### src/rtl/instr_fetch_if.sv
// instr_fetch_if: control, memory handshake and status bundle of the instruction fetch sequencer.
// Latency: none, wires only.
// Backpressure: mem_req is held until mem_ack; start is only honoured while the sequencer is idle.
interface instr_fetch_if #(
    parameter int WIDTH = 8
);
    // controller / memory side inputs to the sequencer
    logic             start;
    logic             flush;
    logic             mem_ack;
    // sequencer outputs
    logic             mem_req;
    logic [1:0]       adrend;
    logic [3:0]       irwrite;
    logic             busy;
    logic             fetch_done;
    logic             pc_inc;
    logic [WIDTH-1:0] instr_count;
    logic             fetch_err;

    // master: the controller and memory that drive the sequencer
    modport master (
        output start, flush, mem_ack,
        input  mem_req, adrend, irwrite, busy, fetch_done, pc_inc, instr_count, fetch_err
    );

    // slave: the fetch sequencer itself
    modport slave (
        input  start, flush, mem_ack,
        output mem_req, adrend, irwrite, busy, fetch_done, pc_inc, instr_count, fetch_err
    );
endinterface

### src/rtl/instr_fetch.sv
// instr_fetch: byte-serial fetch of a 32-bit instruction from 8-bit memory over req/ack (INSTR_FETCH_TIMEOUT_EN adds a per-byte timeout).
// Latency: fetch_done/pc_inc 5 cycles after the start edge with zero-wait memory, plus one cycle per wait cycle.
// Backpressure: mem_req stays high until mem_ack; start only accepted in IDLE; flush aborts a fetch without a partial write.
module instr_fetch #(
    parameter int WIDTH   = 8,
    parameter int TIMEOUT = 15
) (
    input  logic         clk,
    input  logic         reset,
    instr_fetch_if.slave bus
);

    typedef enum logic [1:0] {
        ST_IDLE = 2'd0,
        ST_REQ  = 2'd1,
        ST_DONE = 2'd2
    } state_e;

    // The wait counter is 8 bits wide, so the timeout must fit in it.
    if (TIMEOUT < 1 || TIMEOUT > 255) begin : g_bad_timeout
        $error("instr_fetch: TIMEOUT must be within 1..255");
    end

    state_e           state_q, state_d;
    logic [1:0]       idx_q, idx_d;
    logic [WIDTH-1:0] cnt_q, cnt_d;

    logic             mem_req;
    logic [1:0]       adrend;
    logic [3:0]       irwrite;
    logic             busy;
    logic             fetch_done;
    logic             pc_inc;
    logic             fetch_err;

`ifdef INSTR_FETCH_TIMEOUT_EN
    // Counter value seen in the last permitted wait cycle of a byte.
    localparam logic [7:0] WAIT_LAST = 8'(TIMEOUT - 1);
    logic [7:0] wait_q, wait_d;
`endif

    // Next-state, byte index, counter and output decode.
    always_comb begin
        state_d    = state_q;
        idx_d      = idx_q;
        cnt_d      = cnt_q;
        mem_req    = 1'b0;
        adrend     = 2'd0;
        irwrite    = 4'b0000;
        busy       = 1'b0;
        fetch_done = 1'b0;
        pc_inc     = 1'b0;
        fetch_err  = 1'b0;
`ifdef INSTR_FETCH_TIMEOUT_EN
        wait_d     = wait_q;
`endif

        case (state_q)
            ST_IDLE: begin
                // flush outranks start, so a simultaneous pair is dropped
                if (bus.start && !bus.flush) begin
                    state_d = ST_REQ;
                    idx_d   = 2'd0;
`ifdef INSTR_FETCH_TIMEOUT_EN
                    wait_d  = 8'd0;
`endif
                end
            end

            ST_REQ: begin
                mem_req = 1'b1;
                busy    = 1'b1;
                adrend  = idx_q;
                if (bus.flush) begin
                    // abort: no strobe this cycle, bytes already written stay in the IR
                    state_d = ST_IDLE;
                    idx_d   = 2'd0;
`ifdef INSTR_FETCH_TIMEOUT_EN
                    wait_d  = 8'd0;
`endif
                end else if (bus.mem_ack) begin
                    // memdata is valid now; the datapath IR byte captures on this edge
                    irwrite = 4'b0001 << idx_q;
`ifdef INSTR_FETCH_TIMEOUT_EN
                    wait_d  = 8'd0;
`endif
                    if (idx_q == 2'd3) begin
                        state_d = ST_DONE;
                        idx_d   = 2'd0;
                    end else begin
                        idx_d   = idx_q + 2'd1;
                    end
                end else begin
`ifdef INSTR_FETCH_TIMEOUT_EN
                    // an ack in the expiry cycle takes the branch above, so it wins
                    if (wait_q == WAIT_LAST) begin
                        fetch_err = 1'b1;
                        state_d   = ST_IDLE;
                        idx_d     = 2'd0;
                        wait_d    = 8'd0;
                    end else begin
                        wait_d    = wait_q + 8'd1;
                    end
`endif
                end
            end

            ST_DONE: begin
                // already committed: a flush here does not cancel the pulse or the count
                busy       = 1'b1;
                fetch_done = 1'b1;
                pc_inc     = 1'b1;
                cnt_d      = cnt_q + {{(WIDTH-1){1'b0}}, 1'b1};
                state_d    = ST_IDLE;
            end

            default: begin
                state_d = ST_IDLE;
                idx_d   = 2'd0;
            end
        endcase
    end

    // State, byte index and completed-fetch counter registers.
    always_ff @(posedge clk or negedge reset) begin
        if (!reset) begin
            state_q <= ST_IDLE;
            idx_q   <= 2'd0;
            cnt_q   <= '0;
        end else begin
            state_q <= state_d;
            idx_q   <= idx_d;
            cnt_q   <= cnt_d;
        end
    end

`ifdef INSTR_FETCH_TIMEOUT_EN
    // Per-byte wait counter.
    always_ff @(posedge clk or negedge reset) begin
        if (!reset) begin
            wait_q <= 8'd0;
        end else begin
            wait_q <= wait_d;
        end
    end
`endif

    assign bus.mem_req     = mem_req;
    assign bus.adrend      = adrend;
    assign bus.irwrite     = irwrite;
    assign bus.busy        = busy;
    assign bus.fetch_done  = fetch_done;
    assign bus.pc_inc      = pc_inc;
    assign bus.instr_count = cnt_q;
    assign bus.fetch_err   = fetch_err;

    // Byte strobes are at most one-hot and only ever fire while requesting.
    a_irwrite_onehot: assert property (@(posedge clk) disable iff (!reset) $onehot0(irwrite));
    a_irwrite_in_req: assert property (@(posedge clk) disable iff (!reset)
                                       (state_q != ST_REQ) |-> (irwrite == 4'b0000));

endmodule

### src/flat_wrapper.sv
// flat-port wrapper written by rule: the top's interface ports become plain ports
module instr_fetch_flat 
#(
    parameter int WIDTH   = 8,
    parameter int TIMEOUT = 15
)
  (clk, reset, bus_start, bus_flush, bus_mem_ack, bus_mem_req, bus_adrend, bus_irwrite, bus_busy, bus_fetch_done, bus_pc_inc, bus_instr_count, bus_fetch_err);
  instr_fetch_if #(.WIDTH(WIDTH)) bus_i ();
  input  logic clk;
  input  logic reset;
  input wire logic [$bits(bus_i.start)-1:0] bus_start;
  input wire logic [$bits(bus_i.flush)-1:0] bus_flush;
  input wire logic [$bits(bus_i.mem_ack)-1:0] bus_mem_ack;
  output wire logic [$bits(bus_i.mem_req)-1:0] bus_mem_req;
  output wire logic [$bits(bus_i.adrend)-1:0] bus_adrend;
  output wire logic [$bits(bus_i.irwrite)-1:0] bus_irwrite;
  output wire logic [$bits(bus_i.busy)-1:0] bus_busy;
  output wire logic [$bits(bus_i.fetch_done)-1:0] bus_fetch_done;
  output wire logic [$bits(bus_i.pc_inc)-1:0] bus_pc_inc;
  output wire logic [$bits(bus_i.instr_count)-1:0] bus_instr_count;
  output wire logic [$bits(bus_i.fetch_err)-1:0] bus_fetch_err;
  assign bus_i.start = bus_start;
  assign bus_i.flush = bus_flush;
  assign bus_i.mem_ack = bus_mem_ack;
  assign bus_mem_req = bus_i.mem_req;
  assign bus_adrend = bus_i.adrend;
  assign bus_irwrite = bus_i.irwrite;
  assign bus_busy = bus_i.busy;
  assign bus_fetch_done = bus_i.fetch_done;
  assign bus_pc_inc = bus_i.pc_inc;
  assign bus_instr_count = bus_i.instr_count;
  assign bus_fetch_err = bus_i.fetch_err;
  instr_fetch #(.WIDTH(WIDTH), .TIMEOUT(TIMEOUT)) u_core (.clk(clk), .reset(reset), .bus(bus_i));
endmodule
### config.mk
export PLATFORM = sky130hd
export DESIGN_NAME = instr_fetch_flat
export DESIGN_NICKNAME = d
export VERILOG_FILES = /design/src/rtl/instr_fetch_if.sv /design/src/rtl/instr_fetch.sv /design/src/flat_wrapper.sv
export SDC_FILE = /design/constraint.sdc
export NUM_CORES = 1
export LEC_CHECK = 0
export ABC_AREA = 1
export CELL_PAD_IN_SITES_DETAIL_PLACEMENT = 0
export CELL_PAD_IN_SITES_GLOBAL_PLACEMENT = 2
export CORE_MARGIN = 5
export CORE_UTILIZATION = 26
export DETAILED_ROUTE_END_ITERATION = 16
export PLACE_DENSITY_LB_ADDON = 0.1
export SLEW_MARGIN = 20
export SYNTH_ARGS = -nofsm -noshare
export SYNTH_HDL_FRONTEND = slang
export SYNTH_SLANG_ARGS = --single-unit
### constraint.sdc
create_clock -name clk -period 2.4 [get_ports clk]
set_clock_uncertainty 0.1 [all_clocks]
set_input_delay 0.24 -clock clk [delete_from_list [all_inputs] [get_ports clk]]
set_output_delay 0.24 -clock clk [all_outputs]
set_load 0.05 [all_outputs]
==> results.txt <==
Numbers from the implementation run.

The run finished with clean final reports. The aggregate negative setup slack is 0 ns. The number of sequential cells in the layout is 12.

The number of clock buffers in the layout is 4. The post-synthesis mux area share is 0%. The count of cell types in the netlist is 12. The power consumption is 777.0 uW.

The buffer levels on the longest clock path is 2. The worst-case hold slack is 0.2154 ns. The static power due to leakage is 0.0006215 uW.

Warnings reported by Yosys during synthesis add up to 0. The synthesis report lists the most area-consuming cells as sky130_fd_sc_hd__dfrtp_1, sky130_fd_sc_hd__nand2_1, sky130_fd_sc_hd__ha_1. Once detailed placement completed, the half-perimeter wirelength came to 1339 um. In this run, the synthesized area fraction spent on AND-OR/OR-AND gates is recorded as 0%. Per STA, the worst path is made up of inv_1, ha_1, clkdlybuf4s50_1. The count of inverters not on the clock network in the layout is 24. The number of instances resized during post-cts repair is 0. The peak ir drop on the vdd network is 0.0004836 V. The chip area is 4136 um2.

On met2, the global router reports a usage of 12.69%. Pin placement for this block handled 24 I/O pins. The placed instance area is 1039 um2. The wire length per cell is 10.28 um.

The combinational group power is 363 uW. Of the total power, the share spent switching nets is 43.12%. Looking at the reg2reg group, the worst path starts from u_core.state_q[0].

Global routing consumed, over all layers together, 8.683% of the routing resources. The antenna diode count is 0. For this run, the register share of the synthesized area comes to 39.15%. Per the Yosys statistics, synthesis produced 102 cells. The number of antenna violations at the first check in global routing is 0. In the per-layer breakdown of the detailed-route log, met1 shows 804 um. The top cell type by instance count after synthesis is sky130_fd_sc_hd__nand2_1. Of all the cell area in the finished design, the clock network holds 3.360%. The root buffer cell is sky130_fd_sc_hd__clkbuf_4. The net count of the finished layout is 140. The script reports the combined buffer and inverter count of the critical path as 2. Recorded from the global router log, the overflow total was 0.

For reference, the top logic cell family by area is simple AND/OR/NAND/NOR gates. The floorplan step records an initial core utilization of 27.58%. The register with the most flip-flops in the layout has 8 of them. The kind of cell adding the most delay to the critical path is buffers and inverters.

Yosys reports a chip area of 767.0 um2. After clock tree synthesis, the flow added hold-fix buffers numbering 0. The final cell count without fillers is 157. The flip-flop and latch power is 254 uW. The detailed route wirelength on metal2 is 710 um.

The critical path startpoint category is a flip-flop. Following the worst setup path forward leads to its endpoint at bus_fetch_done. The area of the multi-input gates is 361.6 um2.
### Sizing map

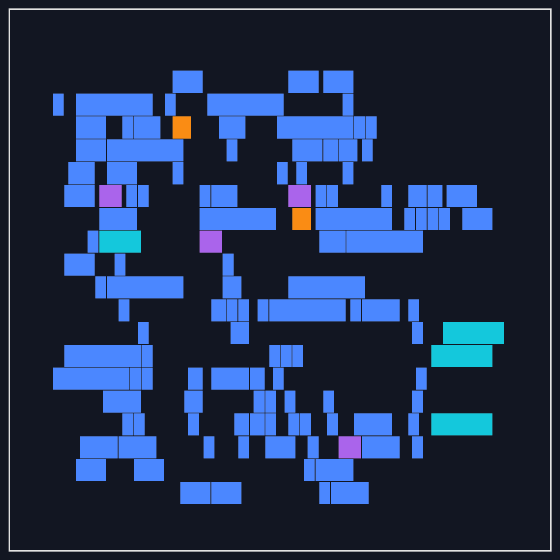
_0 and _1 cells: drawn in blue, cells 116, share 92%, most used nand2_1. _3 and _4 cells: drawn in purple, cells 4, share 3.2%, most used clkbuf_4. _2 cells: drawn in orange, cells 2, share 1.6%, most used nor2_2. _6 and larger: drawn in cyan, cells 4, share 3.2%, most used buf_12.
nonclk buf count: 22
area growth from synthesis to layout: 40.78%
slack of the critical path: 0.1440 ns

### Clock distribution

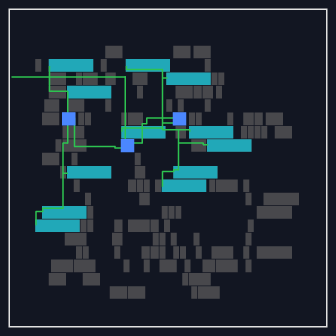
clock wires: drawn in green, length 174 um. clock drivers: drawn in blue, count 3. flip-flops: drawn in cyan, count 12.
There are 4 routed clock nets.
relative contribution of the clock network to total power: 20.5%
insertion delay at the late pin of the worst-skew pair: 0.27 ns

### Gate families picked out

Bar = 20 um.
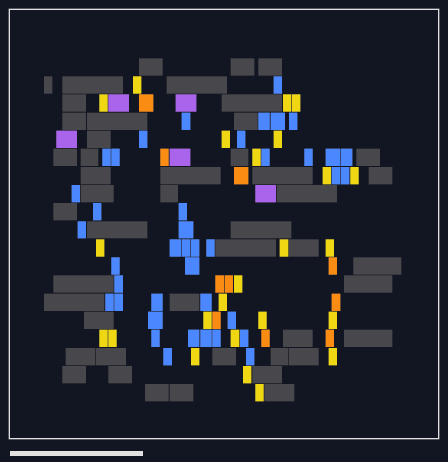
nor cells: drawn in orange, cells 10. nand cells: drawn in blue, cells 40. xor and xnor cells: drawn in purple, cells 5. inv cells: drawn in yellow, cells 24.

### Metal 3

Cells faint in the background.
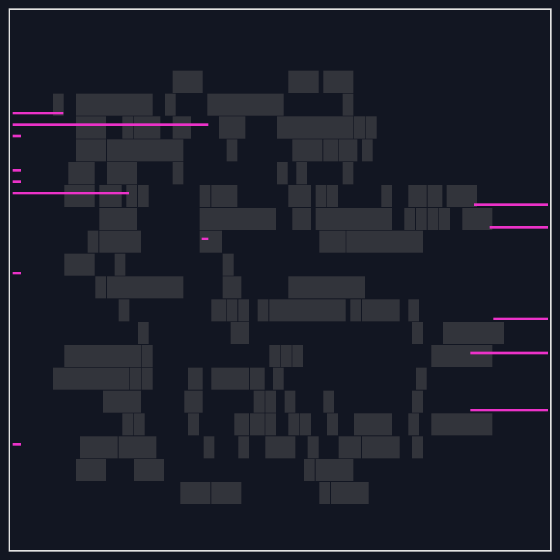
The wires run mostly horizontal. The layer carries 85.3 um of wire. The longest straight run is 23.0 um. 13 nets have wire on it.

Power is estimated from default activity; no workload was simulated.
